File: src/rtl/shift_unit_iter.sv
// Multi-cycle shift/rotate unit for the execute stage.
// Six modes (SLL/SRL/SLA/SRA/ROL/ROR). The unit shifts STEP bits per enabled cycle
// under a start/busy/done handshake and reports cf/zf/nf flags alongside the result.
// Ports:
//   clock   - system clock, rising edge
//   reset   - asynchronous active-low reset
//   enable  - when high the FSM advances; when low all state and outputs hold
//   start   - request, accepted in IDLE or DONE while enable is high
//   mode    - 000 SLL, 001 SRL, 010 SLA, 011 SRA, 100 ROL, 101 ROR, 11x reserved
//   operand - data to shift, captured when a request is accepted
//   amount  - shift count 0..WIDTH-1, captured when a request is accepted
//   busy    - high while shifting
//   done    - high while the result is being presented
//   result  - shifted value, updated only on entry to DONE
//   cf      - last bit shifted/rotated out (0 for amount 0 or a reserved mode)
//   zf      - result == 0
//   nf      - result MSB
module shift_unit_iter #(
  parameter int unsigned WIDTH = 16,
  parameter int unsigned AMT_W = 4,
  parameter int unsigned STEP  = 1
) (
  input  logic             clock,
  input  logic             reset,
  input  logic             enable,
  input  logic             start,
  input  logic [2:0]       mode,
  input  logic [WIDTH-1:0] operand,
  input  logic [AMT_W-1:0] amount,
  output logic             busy,
  output logic             done,
  output logic [WIDTH-1:0] result,
  output logic             cf,
  output logic             zf,
  output logic             nf
);

  localparam logic [2:0] MODE_SLL = 3'b000;
  localparam logic [2:0] MODE_SRL = 3'b001;
  localparam logic [2:0] MODE_SLA = 3'b010;
  localparam logic [2:0] MODE_SRA = 3'b011;
  localparam logic [2:0] MODE_ROL = 3'b100;
  localparam logic [2:0] MODE_ROR = 3'b101;

  typedef enum logic [1:0] {
    ST_IDLE  = 2'd0,
    ST_SHIFT = 2'd1,
    ST_DONE  = 2'd2
  } state_e;

  state_e           state_q,  state_d;
  logic [WIDTH-1:0] work_q,   work_d;
  logic [2:0]       mode_q,   mode_d;
  logic [AMT_W-1:0] rem_q,    rem_d;
  logic             cf_int_q, cf_int_d;
  logic [WIDTH-1:0] result_q, result_d;
  logic             cf_q,     cf_d;
  logic             zf_q,     zf_d;
  logic             nf_q,     nf_d;
  logic             busy_q,   busy_d;
  logic             done_q,   done_d;

  logic [WIDTH-1:0] step_w;
  logic             step_c;

  // One 1-bit step of the selected mode; returns {carry_out, new_value}.
  function automatic logic [WIDTH:0] step1(input logic [WIDTH-1:0] v,
                                           input logic [2:0]       m);
    logic [WIDTH-1:0] nv;
    logic             c;
    nv = v;
    c  = 1'b0;
    case (m)
      MODE_SLL: begin
        nv = {v[WIDTH-2:0], 1'b0};
        c  = v[WIDTH-1];
      end
      MODE_SRL: begin
        nv = {1'b0, v[WIDTH-1:1]};
        c  = v[0];
      end
      MODE_SLA: begin
        // Sign bit stays put; only the magnitude bits move.
        nv          = {v[WIDTH-2:0], 1'b0};
        nv[WIDTH-1] = v[WIDTH-1];
        c           = v[WIDTH-2];
      end
      MODE_SRA: begin
        nv = {v[WIDTH-1], v[WIDTH-1:1]};
        c  = v[0];
      end
      MODE_ROL: begin
        nv = {v[WIDTH-2:0], v[WIDTH-1]};
        c  = v[WIDTH-1];
      end
      MODE_ROR: begin
        nv = {v[0], v[WIDTH-1:1]};
        c  = v[0];
      end
      default: begin
        nv = v;
        c  = 1'b0;
      end
    endcase
    return {c, nv};
  endfunction

  // Datapath for one SHIFT cycle: min(STEP, rem) chained 1-bit steps.
  always_comb begin
    logic [WIDTH:0] tmp;
    step_w = work_q;
    step_c = cf_int_q;
    tmp    = '0;
    for (int unsigned i = 0; i < STEP; i++) begin
      if (i < 32'(rem_q)) begin
        tmp    = step1(step_w, mode_q);
        step_c = tmp[WIDTH];
        step_w = tmp[WIDTH-1:0];
      end
    end
  end

  // Next-state and register-input logic.
  always_comb begin
    state_d  = state_q;
    work_d   = work_q;
    mode_d   = mode_q;
    rem_d    = rem_q;
    cf_int_d = cf_int_q;
    result_d = result_q;
    cf_d     = cf_q;
    zf_d     = zf_q;
    nf_d     = nf_q;

    if (enable) begin
      case (state_q)
        ST_IDLE, ST_DONE: begin
          if (start) begin
            work_d   = operand;
            mode_d   = mode;
            rem_d    = amount;
            cf_int_d = 1'b0;
            if ((amount == '0) || (mode[2:1] == 2'b11)) begin
              // Nothing to shift: present the operand unchanged.
              state_d  = ST_DONE;
              result_d = operand;
              cf_d     = 1'b0;
              zf_d     = (operand == '0);
              nf_d     = operand[WIDTH-1];
            end else begin
              state_d = ST_SHIFT;
            end
          end else if (state_q == ST_DONE) begin
            state_d = ST_IDLE;
          end
        end
        ST_SHIFT: begin
          work_d   = step_w;
          cf_int_d = step_c;
          if (32'(rem_q) <= STEP) begin
            rem_d    = '0;
            state_d  = ST_DONE;
            result_d = step_w;
            cf_d     = step_c;
            zf_d     = (step_w == '0);
            nf_d     = step_w[WIDTH-1];
          end else begin
            rem_d = rem_q - AMT_W'(STEP);
          end
        end
        default: begin
          state_d = ST_IDLE;
        end
      endcase
    end

    // Handshake outputs are registered images of the next state.
    busy_d = (state_d == ST_SHIFT);
    done_d = (state_d == ST_DONE);
  end

  // State and output registers.
  always_ff @(posedge clock or negedge reset) begin
    if (!reset) begin
      state_q  <= ST_IDLE;
      work_q   <= '0;
      mode_q   <= '0;
      rem_q    <= '0;
      cf_int_q <= 1'b0;
      result_q <= '0;
      cf_q     <= 1'b0;
      zf_q     <= 1'b0;
      nf_q     <= 1'b0;
      busy_q   <= 1'b0;
      done_q   <= 1'b0;
    end else begin
      state_q  <= state_d;
      work_q   <= work_d;
      mode_q   <= mode_d;
      rem_q    <= rem_d;
      cf_int_q <= cf_int_d;
      result_q <= result_d;
      cf_q     <= cf_d;
      zf_q     <= zf_d;
      nf_q     <= nf_d;
      busy_q   <= busy_d;
      done_q   <= done_d;
    end
  end

  assign busy   = busy_q;
  assign done   = done_q;
  assign result = result_q;
  assign cf     = cf_q;
  assign zf     = zf_q;
  assign nf     = nf_q;

endmodule

File: config.mk
export PLATFORM = sky130hd
export DESIGN_NAME = shift_unit_iter
export DESIGN_NICKNAME = d
export VERILOG_FILES = /design/src/rtl/shift_unit_iter.sv
export SDC_FILE = /design/constraint.sdc
export NUM_CORES = 1
export LEC_CHECK = 0
export ABC_AREA = 1
export CORE_MARGIN = 2
export CORE_UTILIZATION = 57
export DETAILED_ROUTE_END_ITERATION = 8
export PLACE_DENSITY = 0.86
export SYNTH_ARGS = -nofsm -noshare
export SYNTH_HDL_FRONTEND = slang
export SYNTH_SLANG_ARGS = --single-unit
File: constraint.sdc
create_clock -name clock -period 2.9 [get_ports clock]
set_input_delay 0.58 -clock clock [delete_from_list [all_inputs] [get_ports clock]]
set_output_delay 0.58 -clock clock [all_outputs]
set_load 0.005 [all_outputs]
==> images/io_fan.png <==
Scale: 6 px per µm.
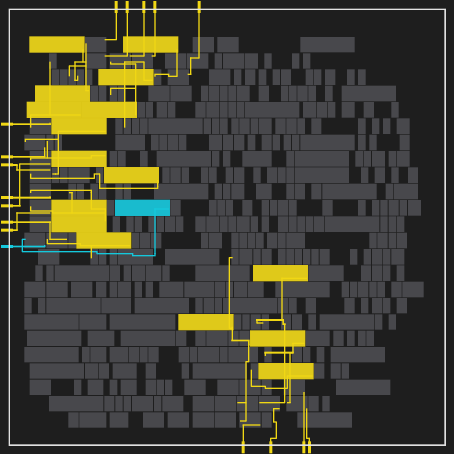
`zf`: marked cyan, bits 1, direction output, edge left, end cells 1, buffers 1, wire 40.8 µm. `result`: marked yellow, bits 16, direction output, edge 7 left, 5 top, 4 bottom, end cells 16, buffers 16, wire 439 µm.

==> images/flops_by_reg.png <==
Scale: 4 px per µm. Other sequential cells in the stronger grey, the rest of the logic in the fainter grey.
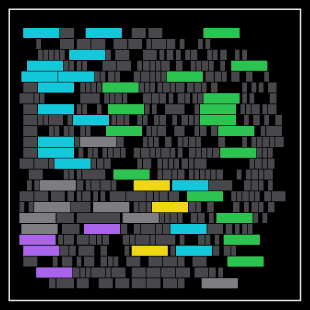
`result`: marked cyan, placed flops 15. `rem_q`: marked purple, placed flops 4, where bottom left. `mode_q`: marked yellow, placed flops 3. `work_q`: marked green, placed flops 16.
Another 8 sequential cells are not coloured.

==> images/logic_types.png <==
Scale: 4 px per µm.
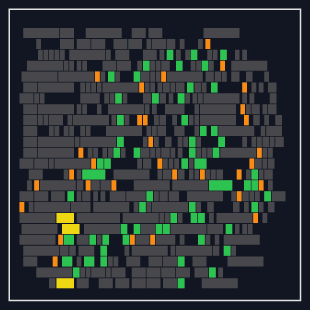
inverters: marked orange, cells 31, most used inv_1. adder and majority cells: marked yellow, cells 3, most used ha_1. inverting AOI/OAI gates: marked green, cells 61, most used o21ai_0.

==> impl_metrics.toml <==
# yosys + openroad results
[outcome]
outcome = "complete, no violations"

[layout]
regArea_um2 = 1151
buffers_excl_clock = 49
comb_area_share_pct = 40.10
buf_share_pct = 14.96
nClkBuffers = 6
num_antenna_cells = 0

[route]
wl_per_cell_um = 14.82
drc_errors = 0
vias = 2614

[floorplanning]
fp_util_pct = 60.02
die_h_um = 72.41
placementRows = 24

[synthesis]
floorplan.nets = 398
top_area_cell = "dfrtp_1"
synthMostInstantiatedCell = "nand2_1"
ys.flops = 46
postSynthSeqShare_pct = 43.15
ys_top_cells_by_count = "140 x nand2_1, 46 x dfrtp_1, 44 x o21ai_0, 29 x inv_1"
syn_inst = 368

[clock_network]
cts_buffers = 5
cts_resized = 0
cts_tree = "done"

[global_routing]
grt_overflow = 0

[critical_path]
crit_start = "enable"
critPathLaunchType = "input pin"
r2r_start = "state_q[0]"

[run]
maxCapViolCount = 0

[placement]
port_buffers = 47
[worst max-delay path: cells and delay by family]
kind,cells,cell delay (ns)
AND-OR/OR-AND,2,0.57
buffers and inverters,3,0.88
AND/OR/NAND/NOR,3,0.59
[registers in the layout (all words and copies together), names as in the netlist]
name      count
busy          1
cf_int_q      1
state_q       2
done          1
work_q       16
rem_q         4
nf            1
result       15
mode_q        3
zf            1
cf            1
[routing by layer]
| metal | vias up | share of wire (%) | global-route usage (%) |
|---|---|---|---|
| li1 | 1259 | - | - |
| met1 | 1213 | 44 | 41.59 |
| met2 | 123 | 45 | 42.92 |
| met3 | 19 | 7.4 | 4.722 |
| met4 | 0 | 3.3 | 11.32 |
| met5 | - | 0 | 0 |
[how the worst max path moves through the flow]
| stage | to | slack [ns] | cells after the start |
|---|---|---|---|
| final | nf | 0.44 | 8 |
| after global routing | cf | 0.24 | 8 |
| after CTS | result[0] | 0.46 | 8 |
| after detailed placement | cf | 0.17 | 8 |
| after global placement | result[3] | 0.27 | 8 |
| after floorplan | zf | 1.35 | 13 |
[report_power, final]
part | switching [mW] | total, mW | leakage (nW) | internal [mW]
logic | 1.27 | 2.06 | 0.917 | 0.787
registers | 0.231 | 1.16 | 0.575 | 0.933
clock network | 0.216 | 0.473 | 0.0514 | 0.257
[cells by family after synthesis]
| group | after synthesis | share of synthesized area (%) |
|---|---|---|
| and+or+nand+nor | 207 | 33.49 |
| AOI/OAI and AO/OA | 61 | 12.71 |
| buffers and inverters | 49 | 8.584 |
| DFF | 46 | 43.15 |
| adders and majority gates | 3 | 1.407 |
| xor gates and xnor gates | 2 | 0.6568 |
No activity file was given, so power comes from the tool's default toggle rates.
